**src/rtl/m14k_ejt_tap_seq_if.sv**
```systemverilog
// EJTAG TAP sequencer pin/chain bundle: pins and dr_tdo flow in, TAP state and action pulses flow out.
// master = pin driver / DR chain side, slave = the sequencer itself.
interface m14k_ejt_tap_seq_if #(
  parameter int IR_WIDTH = 5
);
  logic                ej_tck;
  logic                ej_tms;
  logic                ej_tdi;
  logic                dr_tdo;
  logic [3:0]          tap_state;
  logic [IR_WIDTH-1:0] ir;
  logic                tdi_s;
  logic                capture_dr_p;
  logic                shift_dr_p;
  logic                update_dr_p;
  logic                tlr;
  logic                tdo;
  logic                tdo_en;

  modport master (
    output ej_tck, ej_tms, ej_tdi, dr_tdo,
    input  tap_state, ir, tdi_s, capture_dr_p, shift_dr_p, update_dr_p, tlr, tdo, tdo_en
  );

  modport slave (
    input  ej_tck, ej_tms, ej_tdi, dr_tdo,
    output tap_state, ir, tdi_s, capture_dr_p, shift_dr_p, update_dr_p, tlr, tdo, tdo_en
  );
endinterface

```
**src/rtl/m14k_ejt_tap_seq.sv**
```systemverilog
// EJTAG TAP controller + IR, oversampling TCK/TMS/TDI in the gclk domain.
// Optional M14K_EJT_TAP_GLITCH_FILTER_EN: TCK must be stable for 2 samples before it counts.
module m14k_ejt_tap_seq #(
  parameter int                  SYNC_STAGES = 2,
  parameter int                  IR_WIDTH    = 5,
  parameter logic [IR_WIDTH-1:0] IR_RESET    = IR_WIDTH'(5'h01)
) (
  input logic                  gclk,
  input logic                  greset,
  m14k_ejt_tap_seq_if.slave    tap_if
);
  typedef enum logic [3:0] {
    S_EX2_DR   = 4'h0, S_EX1_DR = 4'h1, S_SH_DR  = 4'h2, S_PAUSE_DR = 4'h3,
    S_SEL_IR   = 4'h4, S_UPD_DR = 4'h5, S_CAP_DR = 4'h6, S_SEL_DR   = 4'h7,
    S_EX2_IR   = 4'h8, S_EX1_IR = 4'h9, S_SH_IR  = 4'hA, S_PAUSE_IR = 4'hB,
    S_RTI      = 4'hC, S_UPD_IR = 4'hD, S_CAP_IR = 4'hE, S_TLR      = 4'hF
  } state_t;

  logic [SYNC_STAGES-1:0] r_tck_sync, r_tms_sync, r_tdi_sync;
  logic                   w_tck_s, w_tms_s, w_tdi_s;
  logic                   r_tck_prev;
  logic                   w_tck_rise, w_tck_fall;
  state_t                 r_state, w_state_next;
  logic [IR_WIDTH-1:0]    r_ir, r_ir_sr;
  logic                   r_tdo, r_tdo_en;
  logic                   w_capture_dr_p, w_shift_dr_p, w_update_dr_p, w_tlr;

  always_ff @(posedge gclk) begin
    if (greset) begin
      r_tck_sync <= '0;
      r_tms_sync <= '0;
      r_tdi_sync <= '0;
    end else begin
      r_tck_sync <= {r_tck_sync[SYNC_STAGES-2:0], tap_if.ej_tck};
      r_tms_sync <= {r_tms_sync[SYNC_STAGES-2:0], tap_if.ej_tms};
      r_tdi_sync <= {r_tdi_sync[SYNC_STAGES-2:0], tap_if.ej_tdi};
    end
  end

`ifdef M14K_EJT_TAP_GLITCH_FILTER_EN
  logic r_tck_filt, r_tms_dly, r_tdi_dly;

  // TMS/TDI get one extra flop so they stay aligned with the filtered TCK.
  always_ff @(posedge gclk) begin
    if (greset) begin
      r_tck_filt <= 1'b0;
      r_tms_dly  <= 1'b0;
      r_tdi_dly  <= 1'b0;
    end else begin
      if (r_tck_sync[SYNC_STAGES-1] == r_tck_sync[SYNC_STAGES-2])
        r_tck_filt <= r_tck_sync[SYNC_STAGES-1];
      r_tms_dly <= r_tms_sync[SYNC_STAGES-1];
      r_tdi_dly <= r_tdi_sync[SYNC_STAGES-1];
    end
  end

  assign w_tck_s = r_tck_filt;
  assign w_tms_s = r_tms_dly;
  assign w_tdi_s = r_tdi_dly;
`else
  assign w_tck_s = r_tck_sync[SYNC_STAGES-1];
  assign w_tms_s = r_tms_sync[SYNC_STAGES-1];
  assign w_tdi_s = r_tdi_sync[SYNC_STAGES-1];
`endif

  always_ff @(posedge gclk) begin
    if (greset) r_tck_prev <= 1'b0;
    else        r_tck_prev <= w_tck_s;
  end

  assign w_tck_rise = w_tck_s & ~r_tck_prev;
  assign w_tck_fall = ~w_tck_s & r_tck_prev;

  always_ff @(posedge gclk) begin
    if (greset)          r_state <= S_TLR;
    else if (w_tck_rise) r_state <= w_state_next;
  end

  always_comb begin
    w_state_next = r_state;
    case (r_state)
      S_TLR:      w_state_next = w_tms_s ? S_TLR    : S_RTI;
      S_RTI:      w_state_next = w_tms_s ? S_SEL_DR : S_RTI;
      S_SEL_DR:   w_state_next = w_tms_s ? S_SEL_IR : S_CAP_DR;
      S_CAP_DR:   w_state_next = w_tms_s ? S_EX1_DR : S_SH_DR;
      S_SH_DR:    w_state_next = w_tms_s ? S_EX1_DR : S_SH_DR;
      S_EX1_DR:   w_state_next = w_tms_s ? S_UPD_DR : S_PAUSE_DR;
      S_PAUSE_DR: w_state_next = w_tms_s ? S_EX2_DR : S_PAUSE_DR;
      S_EX2_DR:   w_state_next = w_tms_s ? S_UPD_DR : S_SH_DR;
      S_UPD_DR:   w_state_next = w_tms_s ? S_SEL_DR : S_RTI;
      S_SEL_IR:   w_state_next = w_tms_s ? S_TLR    : S_CAP_IR;
      S_CAP_IR:   w_state_next = w_tms_s ? S_EX1_IR : S_SH_IR;
      S_SH_IR:    w_state_next = w_tms_s ? S_EX1_IR : S_SH_IR;
      S_EX1_IR:   w_state_next = w_tms_s ? S_UPD_IR : S_PAUSE_IR;
      S_PAUSE_IR: w_state_next = w_tms_s ? S_EX2_IR : S_PAUSE_IR;
      S_EX2_IR:   w_state_next = w_tms_s ? S_UPD_IR : S_SH_IR;
      S_UPD_IR:   w_state_next = w_tms_s ? S_SEL_DR : S_RTI;
    endcase
  end

  // Action pulses decode the pre-edge state in the same cycle as the detected rise.
  always_comb begin
    w_capture_dr_p = w_tck_rise && (r_state == S_CAP_DR);
    w_shift_dr_p   = w_tck_rise && (r_state == S_SH_DR);
    w_update_dr_p  = w_tck_rise && (r_state == S_UPD_DR);
    w_tlr          = (r_state == S_TLR);
  end

  always_ff @(posedge gclk) begin
    if (greset) begin
      r_ir    <= IR_RESET;
      r_ir_sr <= '0;
    end else if (w_tck_rise) begin
      case (r_state)
        S_CAP_IR: r_ir_sr <= {{(IR_WIDTH-2){1'b0}}, 2'b01};
        S_SH_IR:  r_ir_sr <= {w_tdi_s, r_ir_sr[IR_WIDTH-1:1]};
        S_UPD_IR: r_ir    <= r_ir_sr;
        default:  ;
      endcase
      // Entering or staying in TLR forces IDCODE; Update-IR never leads to TLR.
      if (w_state_next == S_TLR) r_ir <= IR_RESET;
    end
  end

  always_ff @(posedge gclk) begin
    if (greset) begin
      r_tdo    <= 1'b0;
      r_tdo_en <= 1'b0;
    end else if (w_tck_fall) begin
      if (r_state == S_SH_IR) begin
        r_tdo    <= r_ir_sr[0];
        r_tdo_en <= 1'b1;
      end else if (r_state == S_SH_DR) begin
        r_tdo    <= tap_if.dr_tdo;
        r_tdo_en <= 1'b1;
      end else begin
        r_tdo_en <= 1'b0;
      end
    end
  end

  assign tap_if.tap_state    = r_state;
  assign tap_if.ir           = r_ir;
  assign tap_if.tdi_s        = w_tdi_s;
  assign tap_if.capture_dr_p = w_capture_dr_p;
  assign tap_if.shift_dr_p   = w_shift_dr_p;
  assign tap_if.update_dr_p  = w_update_dr_p;
  assign tap_if.tlr          = w_tlr;
  assign tap_if.tdo          = r_tdo;
  assign tap_if.tdo_en       = r_tdo_en;
endmodule

```
**src/flat_wrapper.sv**
```systemverilog
// flat-port wrapper written by rule: the top's interface ports become plain ports
module m14k_ejt_tap_seq_flat 
#(
  parameter int                  SYNC_STAGES = 2,
  parameter int                  IR_WIDTH    = 5,
  parameter logic [IR_WIDTH-1:0] IR_RESET    = IR_WIDTH'(5'h01)
)
  (gclk, greset, tap_if_ej_tck, tap_if_ej_tms, tap_if_ej_tdi, tap_if_dr_tdo, tap_if_tap_state, tap_if_ir, tap_if_tdi_s, tap_if_capture_dr_p, tap_if_shift_dr_p, tap_if_update_dr_p, tap_if_tlr, tap_if_tdo, tap_if_tdo_en);
  m14k_ejt_tap_seq_if #(.IR_WIDTH(IR_WIDTH)) tap_if_i ();
  input logic gclk;
  input logic greset;
  input wire logic [$bits(tap_if_i.ej_tck)-1:0] tap_if_ej_tck;
  input wire logic [$bits(tap_if_i.ej_tms)-1:0] tap_if_ej_tms;
  input wire logic [$bits(tap_if_i.ej_tdi)-1:0] tap_if_ej_tdi;
  input wire logic [$bits(tap_if_i.dr_tdo)-1:0] tap_if_dr_tdo;
  output wire logic [$bits(tap_if_i.tap_state)-1:0] tap_if_tap_state;
  output wire logic [$bits(tap_if_i.ir)-1:0] tap_if_ir;
  output wire logic [$bits(tap_if_i.tdi_s)-1:0] tap_if_tdi_s;
  output wire logic [$bits(tap_if_i.capture_dr_p)-1:0] tap_if_capture_dr_p;
  output wire logic [$bits(tap_if_i.shift_dr_p)-1:0] tap_if_shift_dr_p;
  output wire logic [$bits(tap_if_i.update_dr_p)-1:0] tap_if_update_dr_p;
  output wire logic [$bits(tap_if_i.tlr)-1:0] tap_if_tlr;
  output wire logic [$bits(tap_if_i.tdo)-1:0] tap_if_tdo;
  output wire logic [$bits(tap_if_i.tdo_en)-1:0] tap_if_tdo_en;
  assign tap_if_i.ej_tck = tap_if_ej_tck;
  assign tap_if_i.ej_tms = tap_if_ej_tms;
  assign tap_if_i.ej_tdi = tap_if_ej_tdi;
  assign tap_if_i.dr_tdo = tap_if_dr_tdo;
  assign tap_if_tap_state = tap_if_i.tap_state;
  assign tap_if_ir = tap_if_i.ir;
  assign tap_if_tdi_s = tap_if_i.tdi_s;
  assign tap_if_capture_dr_p = tap_if_i.capture_dr_p;
  assign tap_if_shift_dr_p = tap_if_i.shift_dr_p;
  assign tap_if_update_dr_p = tap_if_i.update_dr_p;
  assign tap_if_tlr = tap_if_i.tlr;
  assign tap_if_tdo = tap_if_i.tdo;
  assign tap_if_tdo_en = tap_if_i.tdo_en;
  m14k_ejt_tap_seq #(.SYNC_STAGES(SYNC_STAGES), .IR_WIDTH(IR_WIDTH), .IR_RESET(IR_RESET)) u_core (.gclk(gclk), .greset(greset), .tap_if(tap_if_i));
endmodule
```
**config.mk**
```make
export PLATFORM = sky130hd
export DESIGN_NAME = m14k_ejt_tap_seq_flat
export DESIGN_NICKNAME = d
export VERILOG_FILES = /design/src/rtl/m14k_ejt_tap_seq_if.sv /design/src/rtl/m14k_ejt_tap_seq.sv /design/src/flat_wrapper.sv
export SDC_FILE = /design/constraint.sdc
export NUM_CORES = 1
export LEC_CHECK = 0
export CAP_MARGIN = 20
export CORE_MARGIN = 5
export CORE_UTILIZATION = 50
export DETAILED_ROUTE_END_ITERATION = 12
export GPL_TIMING_DRIVEN = 0
export PLACE_DENSITY = 0.81
export SYNTH_ARGS = -nofsm -noshare
export SYNTH_HDL_FRONTEND = slang
export SYNTH_SLANG_ARGS = --single-unit
```
**constraint.sdc**
```tcl
create_clock -name gclk -period 2 [get_ports gclk]
set_input_delay 0.3 -clock gclk [delete_from_list [all_inputs] [get_ports gclk]]
set_output_delay 0.3 -clock gclk [all_outputs]
set_load 0.01 [all_outputs]
```
**Run 1: M1 wires**

The bar under the picture is 20 microns long. Supply wires on this layer in gray.
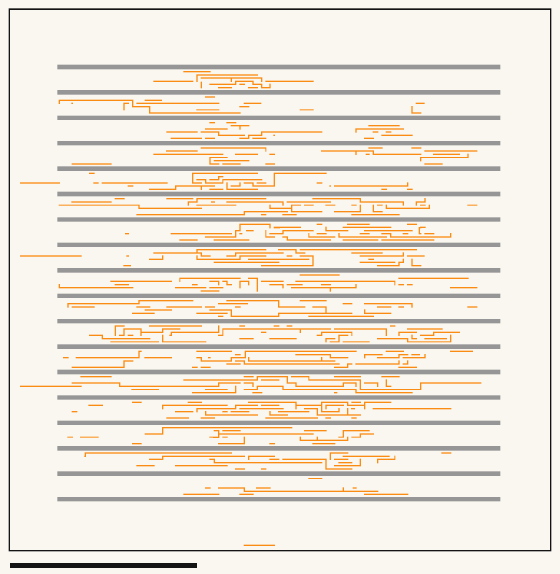
- nets with wire on the layer: 148
- main direction: horizontal

**Run 1: signal wires on met2**

The bar under the picture is 20 microns long.
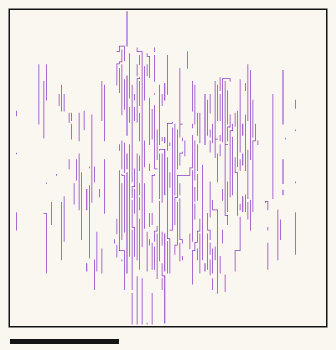
- main direction: vertical
- share of all routed wire: 49%
- wire length on this layer: 1,380 microns
- nets with wire on the layer: 141
- longest straight run: 35.7 microns

**Run 1: the metal 3 layer**

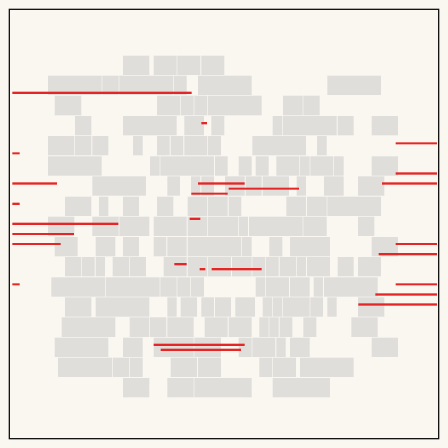
- main direction: horizontal
- longest straight run: 23.9 microns
total wire length after detailed routing: 2838 microns
met3 track utilization from global routing: 2.895%

==> notes.org, run 1 <==
#+TITLE: Synthesis and PnR summary

** Hold path
- The startpoint identified for the worst hold timing path is u_core.r_tdi_sync[0].
- The worst hold path belongs to the class flop to flop.
- STA shows the worst min-delay path finishing at u_core.r_tdi_sync[1].

** Timing
- Final Cycle Share :: between 90% and 100%
- The final timing report lists a hold violation count of 0.
- Highest clock frequency the design can meet :: ~530 MHz
- Setup repair after global routing left no endpoint under its margin.
- Min cycle time layout :: 1.888 ns
- Setup violators final :: 0
- The slew check shows that the tightest pin keeps a relative margin of 66.36%.
- The tightest hold path in the finished design has a slack of ~0.45 ns.
- For the final database, setup skew stands at approximately 0.008 ns.

** Power and ir drop
- Sequential cells burn around 58% of the power.
- Power in the clock group :: 216 uW
- Post-layout power :: 835.9 uW
- The dominant power group in this design is sequential cells.
- Power dissipated in combinational cells :: around 140 uW
- VDD IR-drop max :: around 0.00038 V
- Cell-internal power :: between 600 and 700 uW
- The leakage power in the latest report is about 0.5 nW.
- Per the breakdown, switching nets consume about a quarter of all power.
- Cell Pwr Density :: 578.9 nW/um^2

** GRT
- Per the GRT congestion report, total overflow comes to 0.
- Antenna violations before repair :: 0
- Met1 global-route usage :: between 20 and 25%

** Floorplan
- According to the floorplan log, the row count is 17.
- I/O pin count :: 22
- Initial core utilization :: 52.08%
- After floorplanning, the die was sized to cover about 3300 sq um.

** Logic synthesis
- For this design, Yosys synthesis ends with a cell count of about 130.
- The synthesis stats list as the most numerous cell sky130_fd_sc_hd__dfxtp_1.
- Dividing the synthesized area by the synthesized cell count gives approximately 9 sq um.
- The cell-mix breakdown from Yosys lists the adder-cell area share as 0%.
- Of the total synthesized cell area, the portion taken by AND, OR, NAND and NOR gates is 32.46%.
- Syn. warnings :: 0
- Flop and latch count out of synthesis :: 23
- Multiplexer share :: less than 1%
- Complex Gates by Area :: 21.60%
- After synthesis the cells add up to approximately 1100 sq um.
- Dominant cells by area after synthesis :: sky130_fd_sc_hd__dfxtp_1 40%, sky130_fd_sc_hd__nor2b_1 6.6%, sky130_fd_sc_hd__a21oi_1 3.9%
- Most used flip-flop cell :: sky130_fd_sc_hd__dfxtp_1

** Place
- # placed instances :: 179
- The placement summary gives the final routability congestion estimate as approximately 0.84.
- # port buffers :: 21

** Final layout
- The flow measured a signed area growth from synthesis to layout of 26.53%.
- Fill cells :: approximately 170
- Total number of multi-input combinational cells :: around 94
- Final standard cell utilization of the core :: 65.91%
- Proportion of cell area spent on the clock network :: between 1.5 and 2%
- The area taken by sequential standard cells is reported as approximately 460 sq um.
- Diode count :: 0

** Drt
- Routed wire length per instance :: between 15 and 20 microns
- Total number of vias :: around 1,100
- The highest metal layer carrying signal wires in the routed design is met4.
- Number of vias per cell :: around 5.8

** Critical path
- Worst path required time :: roughly 1.7 ns
- STA classifies the critical path endpoint as an output port.
- Cells along the critical path :: buf_2, clkbuf_4, nor4b_2, clkdlybuf4s15_1
- Reg2Reg Depth :: 4
- Data arrival, critical path :: 1.59 ns
- Across all register-to-register paths, the minimum setup slack is approximately 0.38 ns.
- Slowest cell on the critical path :: sky130_fd_sc_hd__dfxtp_1
- In this run the worst path has a maximum fanout of 10.
- STA classifies the critical path startpoint as a flop.
- CP Depth :: 4

** CTS
- Hold-fix buffers, CTS :: 0
- CTS saw 23 sinks.
- H-tree lvl count :: 1

** Run status
- The run finished with clean final reports.

** Run
- In this run the tools logged warnings totalling 26.
**Run 1: track usage over the die**

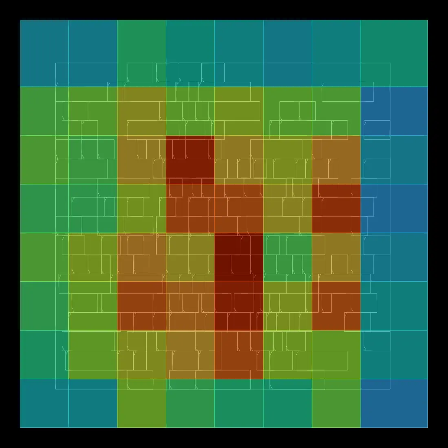

==> inputs of run 2 (changes only) <==
SKIP_LAST_GASP = 1   (was unset)
**Run 2: track usage over the die**

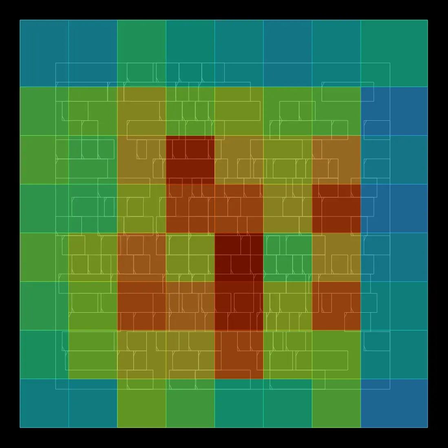
final standard cell utilization of the core: 65.73%
busiest layer in global routing: met2
routed wire length per instance: 15.36 microns
met1 global-route usage: 22.88%
GR met2 Demand/Resource: 31.13%

==> run 2 against run 1 <==
Against the previous run: utilization shrank 0.17 points; die size unchanged; flip-flop count stayed put; wire length up 0.11%; non-clock buffer count unchanged; clock power hardly changed; cell area down 0.26%; critical endpoint is now tap_if_capture_dr_p.
==> notes.org, run 2 <==
#+TITLE: Synthesis and PnR summary

** Run status
- Outcome :: completed

** Hold path
- For hold timing, the worst endpoint is u_core.r_tdi_sync[1].
- Path class of the lowest-slack min-delay path :: flop to flop
- STA lists the startpoint of the worst hold path as u_core.r_tdi_sync[0].

** GRT
- Global routing used just under 3% of the available met3 tracks.
- The initial antenna violation count came to 0.
- Recorded from the global router log, the overflow total was 0.
- Pin count of the biggest net entering global routing :: 13
- The global routing report lists combined usage of all routing layers as between 10% and 20%.

** Power and ir drop
- Cell Pwr Density :: around 580 nW/um^2
- Post-layout power :: around 830 uW
- Power attributed to combinational cells is approximately 140 uW.
- In this run the static leakage power is 0.5223 nW.
- In this run, power in flip-flops and latches comes to just under 500 uW.
- IR analysis of the VDD net gives a maximum drop of around 0.00038 V.
- For the clock group, total power comes out at 214 uW.
- Cell-internal power :: slightly above 600 uW
- Biggest power consumer among the groups :: sequential cells
- Sequential cells burn between 50% and 60% of the power.
- The script computed the net switching share of total power as a little over a quarter.

** Drt
- The routed design shows a via density per instance of 5.757.
- Total wire length after detailed routing :: 2841 microns
- Routed signal wires occupy layers up through met4.
- Total number of vias :: between 1,000 and 1,500

** Timing
- The final critical path takes up 93.17% of the cycle.
- Setup violators final :: 0
- Remaining max-slew budget at the tightest pin :: about two thirds
- Worst-case hold slack :: ~0.45 ns
- Final-report hold violation count :: 0
- The clock period could shrink to 1.863 ns.
- Setup slack on the critical path of the routed design comes to approximately 0.14 ns.
- RSZ-0062 raised after global routing :: false
- The final timing report lists clock skew as between 0.007 and 0.008 ns.
- For this run, the top clock speed supported by timing is around 540 MHz.

** Logic synthesis
- Library cell with the highest instance count after synthesis :: sky130_fd_sc_hd__dfxtp_1
- In this run the cell area of the synthesized design comes to about 1100 sq um.
- Of the total synthesized cell area, the portion taken by full adders, half adders and majority gates is 0%.
- Top comb family, area :: simple AND/OR/NAND/NOR gates
- Summing the areas of all compound-gate instances in the mapped netlist gives a little over a fifth of the synthesized area.
- The Yosys step of the flow raised 0 warnings.
- Multiplexer share :: less than 1%
- Yosys stat counts 130 cells in the synthesized netlist.
- Flop and latch count out of synthesis :: 23
- In this run, the synthesized area fraction spent on xor and xnor cells is recorded as 0%.
- Average size of a mapped cell :: between 8 and 9 sq um
- Dominant cells by area after synthesis :: sky130_fd_sc_hd__dfxtp_1 40%, sky130_fd_sc_hd__nor2b_1 6.6%, sky130_fd_sc_hd__a21oi_1 3.9%
- Proportion of synthesized chip area in sequential cells :: between 40% and 50%

** CTS
- The tree built by TritonCTS fans out to 23 sinks.
- H-tree lvl count :: 1
- Buffers added to address setup during post-CTS repair amount to 2.
- Clock tree synthesis inserted a total of 3 buffers.
- In this run, post-CTS hold repair placed 0 buffers.
- Clock Tree Buf Depth :: 2

** Critical path
- The worst setup path is launched from a flop.
- CP bufs+invs :: 3
- Reg2Reg Depth :: 4
- The critical path goes through buf_2, clkbuf_4, nor3_1, dlygate4sd2_1.
- Data arrival, critical path :: around 1.6 ns
- STA reports a reg2reg setup slack of about 0.38 ns.
- STA classifies the critical path endpoint as an output port.
- Worst path required time :: approximately 1.7 ns
- CP Max Fanout :: 10
- CP Depth :: 4
- For this design, the slowest cell found on the critical path is sky130_fd_sc_hd__dfxtp_1.

** Floorplan
- The floorplan report gives the top-level pin count as 22.
- The floorplan step defined a core boundary enclosing between 2000 and 2500 sq um.
- Floorplan row count :: 17
- Before placement the cells fill between 50% and 60% of the core.
- Per the OpenROAD floorplan log, the area of the die is ~3300 sq um.
- Die Ht :: approximately 58 microns

** Final layout
- Proportion of cell area spent on the clock network :: under 10%
- Total number of multi-input combinational cells :: between 90 and 100
- Measured on the final layout, buffering overhead outside the clock network stands at between 10% and 20%.
- From synthesis to final layout, the design area changed by 26.21%.
- FF/Latch Area :: about 460 sq um
- The number of antenna diodes in the final layout is 0.
- Net total in the final layout :: between 150 and 200
- Fill cells :: around 180

** Place
- # placed instances :: ~180
- The placement report lists the number of port buffers as 21.
- GPL Wtd Cong :: about 0.84
**Run 2: M1 wires**

The bar under the picture is 20 microns long. Supply wires on this layer in gray.
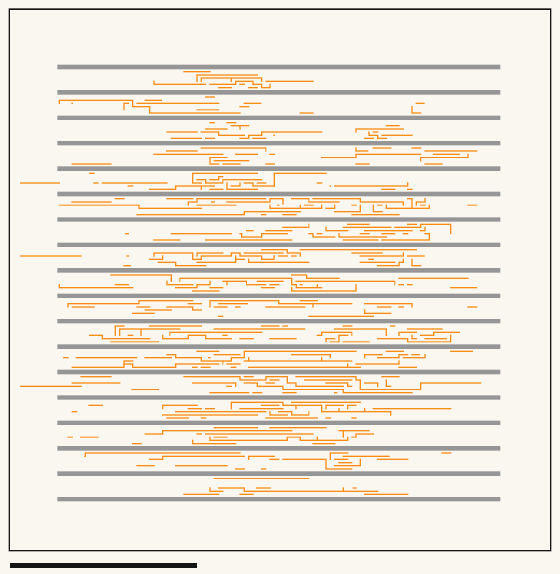
- main direction: horizontal
- share of all routed wire: 45%

Power and IR drop assume default switching activity.
